met3.png
Scale: 4 px per um.
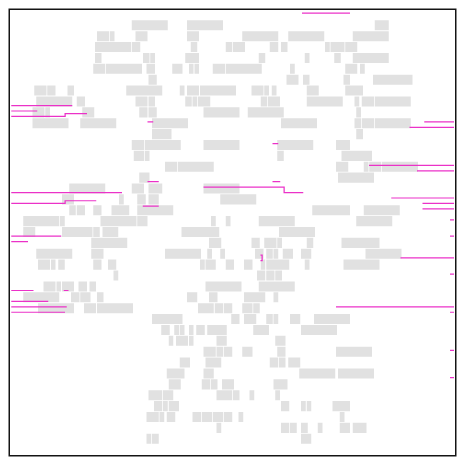
zoom.png
Region (58, 58) to (108, 108) um. Cells in grey, sequential cells in the stronger grey; small squares are vias.
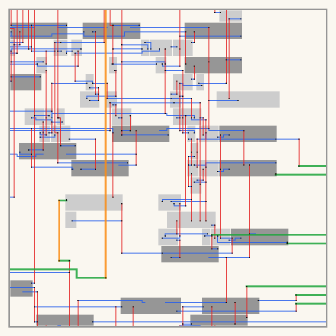
cell_classes.png
Scale: 4 px per um.
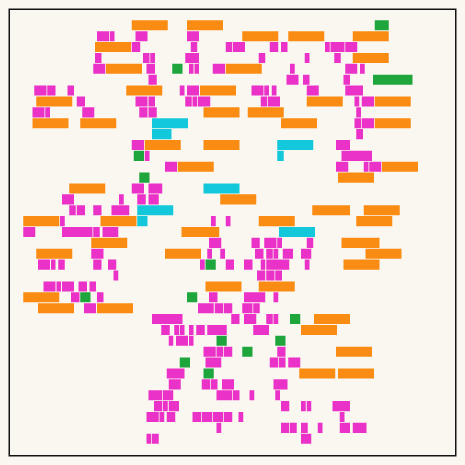
final_clocks.png
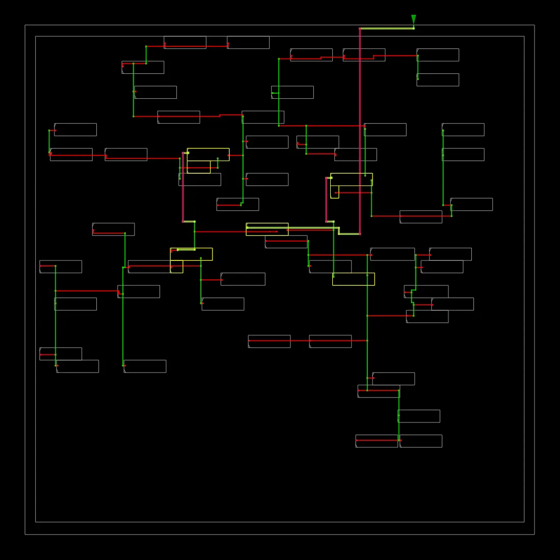
==> src/rtl/mc_ctrl_pkg.sv <==
// Shared types for the multi-cycle RV32I control sequencer.
// States, opcodes, mux-select encodings and the per-state control decode.
package mc_ctrl_pkg;

   typedef enum logic [3:0] {
      S_FETCH    = 4'd0,
      S_DECODE   = 4'd1,
      S_MEMADR   = 4'd2,
      S_MEMREAD  = 4'd3,
      S_MEMWB    = 4'd4,
      S_MEMWRITE = 4'd5,
      S_EXECR    = 4'd6,
      S_ALUWB    = 4'd7,
      S_EXECI    = 4'd8,
      S_JAL      = 4'd9,
      S_BRANCH   = 4'd10,
      S_HALT     = 4'd11
   } state_e;

   localparam logic [6:0] OP_LOAD   = 7'b0000011;
   localparam logic [6:0] OP_STORE  = 7'b0100011;
   localparam logic [6:0] OP_RTYPE  = 7'b0110011;
   localparam logic [6:0] OP_ITYPE  = 7'b0010011;
   localparam logic [6:0] OP_JAL    = 7'b1101111;
   localparam logic [6:0] OP_BRANCH = 7'b1100011;

   localparam logic [2:0] F3_BEQ = 3'b000;
   localparam logic [2:0] F3_BNE = 3'b001;
   localparam logic [2:0] F3_BLT = 3'b100;

   typedef enum logic [1:0] {
      RES_ALUOUT = 2'b00,
      RES_DATA   = 2'b01,
      RES_ALU    = 2'b10
   } result_src_e;

   typedef enum logic [1:0] {
      SRCA_PC    = 2'b00,
      SRCA_OLDPC = 2'b01,
      SRCA_RS1   = 2'b10
   } alu_src_a_e;

   typedef enum logic [1:0] {
      SRCB_RS2  = 2'b00,
      SRCB_IMM  = 2'b01,
      SRCB_FOUR = 2'b10
   } alu_src_b_e;

   typedef enum logic [1:0] {
      ALU_ADD   = 2'b00,
      ALU_SUB   = 2'b01,
      ALU_FUNCT = 2'b10
   } alu_op_e;

   typedef enum logic [1:0] {
      IMM_I = 2'b00,
      IMM_S = 2'b01,
      IMM_B = 2'b10,
      IMM_J = 2'b11
   } imm_src_e;

   // pc_write here is only the unconditional one; fetch/branch gate it later
   typedef struct packed {
      logic        mem_req;
      logic        mem_write;
      logic        adr_src;
      logic        pc_write;
      logic        reg_write;
      result_src_e result_src;
      alu_src_a_e  alu_src_a;
      alu_src_b_e  alu_src_b;
      alu_op_e     alu_op;
      logic        illegal;
   } ctl_t;

   function automatic ctl_t ctl_decode(state_e s);
      ctl_t c;
      c = '0;
      case (s)
         S_FETCH: begin
            c.mem_req    = 1'b1;
            c.result_src = RES_ALU;
            c.alu_src_a  = SRCA_PC;
            c.alu_src_b  = SRCB_FOUR;
            c.alu_op     = ALU_ADD;
         end
         S_DECODE: begin
            c.alu_src_a = SRCA_OLDPC;
            c.alu_src_b = SRCB_IMM;
            c.alu_op    = ALU_ADD;
         end
         S_MEMADR: begin
            c.alu_src_a = SRCA_RS1;
            c.alu_src_b = SRCB_IMM;
            c.alu_op    = ALU_ADD;
         end
         S_MEMREAD: begin
            c.mem_req    = 1'b1;
            c.adr_src    = 1'b1;
            c.result_src = RES_ALUOUT;
         end
         S_MEMWB: begin
            c.result_src = RES_DATA;
            c.reg_write  = 1'b1;
         end
         S_MEMWRITE: begin
            c.mem_req    = 1'b1;
            c.mem_write  = 1'b1;
            c.adr_src    = 1'b1;
            c.result_src = RES_ALUOUT;
         end
         S_EXECR: begin
            c.alu_src_a = SRCA_RS1;
            c.alu_src_b = SRCB_RS2;
            c.alu_op    = ALU_FUNCT;
         end
         S_EXECI: begin
            c.alu_src_a = SRCA_RS1;
            c.alu_src_b = SRCB_IMM;
            c.alu_op    = ALU_FUNCT;
         end
         S_ALUWB: begin
            c.result_src = RES_ALUOUT;
            c.reg_write  = 1'b1;
         end
         S_JAL: begin
            c.alu_src_a  = SRCA_OLDPC;
            c.alu_src_b  = SRCB_FOUR;
            c.alu_op     = ALU_ADD;
            c.result_src = RES_ALUOUT;
            c.pc_write   = 1'b1;
         end
         S_BRANCH: begin
            c.alu_src_a  = SRCA_RS1;
            c.alu_src_b  = SRCB_RS2;
            c.alu_op     = ALU_SUB;
            c.result_src = RES_ALUOUT;
         end
         S_HALT: begin
            c.illegal = 1'b1;
         end
         default: begin
            c = '0;
         end
      endcase
      return c;
   endfunction

endpackage

==> src/rtl/multicycle_ctrl_fsm_branch.sv <==
// Branch condition resolver for beq/bne/blt.
// Any other funct3 resolves as not taken.
module branch_resolve
   import mc_ctrl_pkg::*;
(
   input  logic [2:0] funct3,
   input  logic       zero,
   input  logic       sign,
   output logic       taken
);

   always_comb begin
      taken = 1'b0;
      unique case (funct3)
         F3_BEQ:  taken = zero;
         F3_BNE:  taken = !zero;
         F3_BLT:  taken = sign;
         default: taken = 1'b0;
      endcase
   end

endmodule

==> src/rtl/multicycle_ctrl_fsm.sv <==
// Moore control sequencer for the multi-cycle RV32I core.
// Controls are registered alongside the state; only handshake gates are live.
module multicycle_ctrl_fsm
   import mc_ctrl_pkg::*;
(
   input  logic        clk,
   input  logic        rst_n,
   input  logic [6:0]  op,
   input  logic [2:0]  funct3,
   input  logic        zero,
   input  logic        sign,
   input  logic        mem_ready,
   output logic        mem_req,
   output logic        mem_write,
   output logic        adr_src,
   output logic        ir_write,
   output logic        pc_write,
   output logic        reg_write,
   output logic [1:0]  result_src,
   output logic [1:0]  alu_src_a,
   output logic [1:0]  alu_src_b,
   output logic [1:0]  alu_op,
   output logic [1:0]  imm_src,
   output logic        illegal,
   output logic [3:0]  state_dbg,
   output logic [31:0] instret
);

   state_e      state_q;
   state_e      state_d;
   ctl_t        ctl_q;
   logic [31:0] instret_q;
   logic        taken;
   logic        retire;
   logic        in_fetch;
   logic        in_branch;

   branch_resolve u_br (
      .funct3 (funct3),
      .zero   (zero),
      .sign   (sign),
      .taken  (taken)
   );

   always_comb begin
      state_d = S_FETCH;
      unique case (state_q)
         S_FETCH:
            state_d = mem_ready ? S_DECODE : S_FETCH;
         S_DECODE: begin
            unique case (1'b1)
               (op == OP_LOAD),
               (op == OP_STORE):  state_d = S_MEMADR;
               (op == OP_RTYPE):  state_d = S_EXECR;
               (op == OP_ITYPE):  state_d = S_EXECI;
               (op == OP_JAL):    state_d = S_JAL;
               (op == OP_BRANCH): state_d = S_BRANCH;
               default:           state_d = S_HALT;
            endcase
         end
         S_MEMADR:
            state_d = (op == OP_LOAD) ? S_MEMREAD
                                      : S_MEMWRITE;
         S_MEMREAD:
            state_d = mem_ready ? S_MEMWB : S_MEMREAD;
         S_MEMWB:
            state_d = S_FETCH;
         S_MEMWRITE:
            state_d = mem_ready ? S_FETCH : S_MEMWRITE;
         S_EXECR:
            state_d = S_ALUWB;
         S_EXECI:
            state_d = S_ALUWB;
         S_ALUWB:
            state_d = S_FETCH;
         S_JAL:
            state_d = S_ALUWB;
         S_BRANCH:
            state_d = S_FETCH;
         S_HALT:
            state_d = S_HALT;
         default:
            state_d = S_FETCH;
      endcase
   end

   // Entry to HALT never counts: only completed instructions retire
   always_comb begin
      retire = 1'b0;
      if (state_d == S_FETCH) begin
         retire = (state_q == S_MEMWB)
               || (state_q == S_MEMWRITE)
               || (state_q == S_ALUWB)
               || (state_q == S_BRANCH);
      end
   end

   always_ff @(posedge clk or negedge rst_n) begin
      if (!rst_n) begin
         state_q   <= S_FETCH;
         ctl_q     <= ctl_decode(S_FETCH);
         instret_q <= '0;
      end else begin
         state_q <= state_d;
         ctl_q   <= ctl_decode(state_d);
         if (retire) begin
            instret_q <= instret_q + 32'd1;
         end
      end
   end

   always_comb begin
      imm_src = IMM_I;
      unique case (1'b1)
         (op == OP_STORE):  imm_src = IMM_S;
         (op == OP_BRANCH): imm_src = IMM_B;
         (op == OP_JAL):    imm_src = IMM_J;
         default:           imm_src = IMM_I;
      endcase
   end

   assign in_fetch  = (state_q == S_FETCH);
   assign in_branch = (state_q == S_BRANCH);

   assign mem_req    = ctl_q.mem_req;
   assign mem_write  = ctl_q.mem_write;
   assign adr_src    = ctl_q.adr_src;
   assign reg_write  = ctl_q.reg_write;
   assign result_src = ctl_q.result_src;
   assign alu_src_a  = ctl_q.alu_src_a;
   assign alu_src_b  = ctl_q.alu_src_b;
   assign alu_op     = ctl_q.alu_op;
   assign illegal    = ctl_q.illegal;
   assign ir_write   = in_fetch & mem_ready;
   assign pc_write   = ctl_q.pc_write
                     | (in_fetch & mem_ready)
                     | (in_branch & taken);
   assign state_dbg  = state_q;
   assign instret    = instret_q;

endmodule
==> config.mk <==
export PLATFORM = sky130hd
export DESIGN_NAME = multicycle_ctrl_fsm
export DESIGN_NICKNAME = d
export VERILOG_FILES = /design/src/rtl/mc_ctrl_pkg.sv /design/src/rtl/multicycle_ctrl_fsm_branch.sv /design/src/rtl/multicycle_ctrl_fsm.sv
export SDC_FILE = /design/constraint.sdc
export NUM_CORES = 1
export LEC_CHECK = 0
export CAP_MARGIN = 0
export CORE_MARGIN = 2
export CORE_UTILIZATION = 23
export DETAILED_ROUTE_END_ITERATION = 10
export DONT_BUFFER_PORTS = 1
export PLACE_DENSITY = 0.36
export SLEW_MARGIN = 20
export SYNTH_ARGS = -nofsm -noshare
export SYNTH_HDL_FRONTEND = slang
export SYNTH_HIERARCHICAL = 1
export SYNTH_SLANG_ARGS = --single-unit
export TNS_END_PERCENT = 50
==> constraint.sdc <==
create_clock -name clk -period 2.6 [get_ports clk]
set_clock_uncertainty 0.05 [all_clocks]
set_input_delay 0.26 -clock clk [delete_from_list [all_inputs] [get_ports clk]]
set_output_delay 0.26 -clock clk [all_outputs]
set_load 0.005 [all_outputs]
==> CHANGELOG.md <==
### Changed

* Outcome: complete, no violations
* Post-DP HPWL at 4820 um
* WP depth at 5
* Max reg flops at 32
* Metal1 wirelength at 3210 um
* Final critical-path required period at between 2 and 2.5 ns
* Critical path, cell by cell: or4b_4 > or2_0 > or3_4 > and2_1 > o311ai_2
* Post-synth top cells: dfrtp_1 (47), nand2_1 (20), nor2_1 (18)
* Clock power frac at 0.229
* CTS Buffer Depth at 2
* Comb power at approximately 0.0012 W
* Cts hold-fix bufs at 2
* Crit start category: flop
* Dpl cell area at 2820 um2
* Design Area, Final at 3010 um2
* Count of library flops with an enable pin at 0
* Cycle use final at 0.902
* Final Worst Setup Slack at 0.256 ns
* Area leader share at 0.444
* Routed wl met2 at 2910 um
* Port Buffer Count at 0
* Combinational share of power at 0.396
* H-tree depth at 2
* Crit path DAT at 2.48 ns
* Slew headroom at 0.628
* Largest cell class: registers
* Inverters at 12
* Placed Cells at 396
* Chip Height at between 100 and 150 um
## Picture notes: met3.png
share of all routed wire: 5.0%
nets with wire on the layer: 29
main direction: horizontal
longest straight run: 29.2 um

## Picture notes: zoom.png
legend:
  met4:
    colour: orange
  met1:
    colour: blue
  met3:
    colour: green
  met2:
    colour: red
sequential cells in the window: 16
most frequent: dfrtp_1 (15), xor2_1 (6)
cells with their middle in the window: 52
netlist names of flops here include: `instret` (12)

## Picture notes: cell_classes.png
legend:
  other buffers and delay cells:
    colour: green
    cells: 14
  all other logic:
    colour: magenta
    cells: 191
  clock drivers and dummy loads:
    colour: cyan
    cells: 8
  flops:
    colour: orange
    cells: 50

## Picture notes: final_clocks.png
number of CTS-inserted buffers: 5
Sinks on Clock Net: 50

Power and IR drop assume default switching activity.
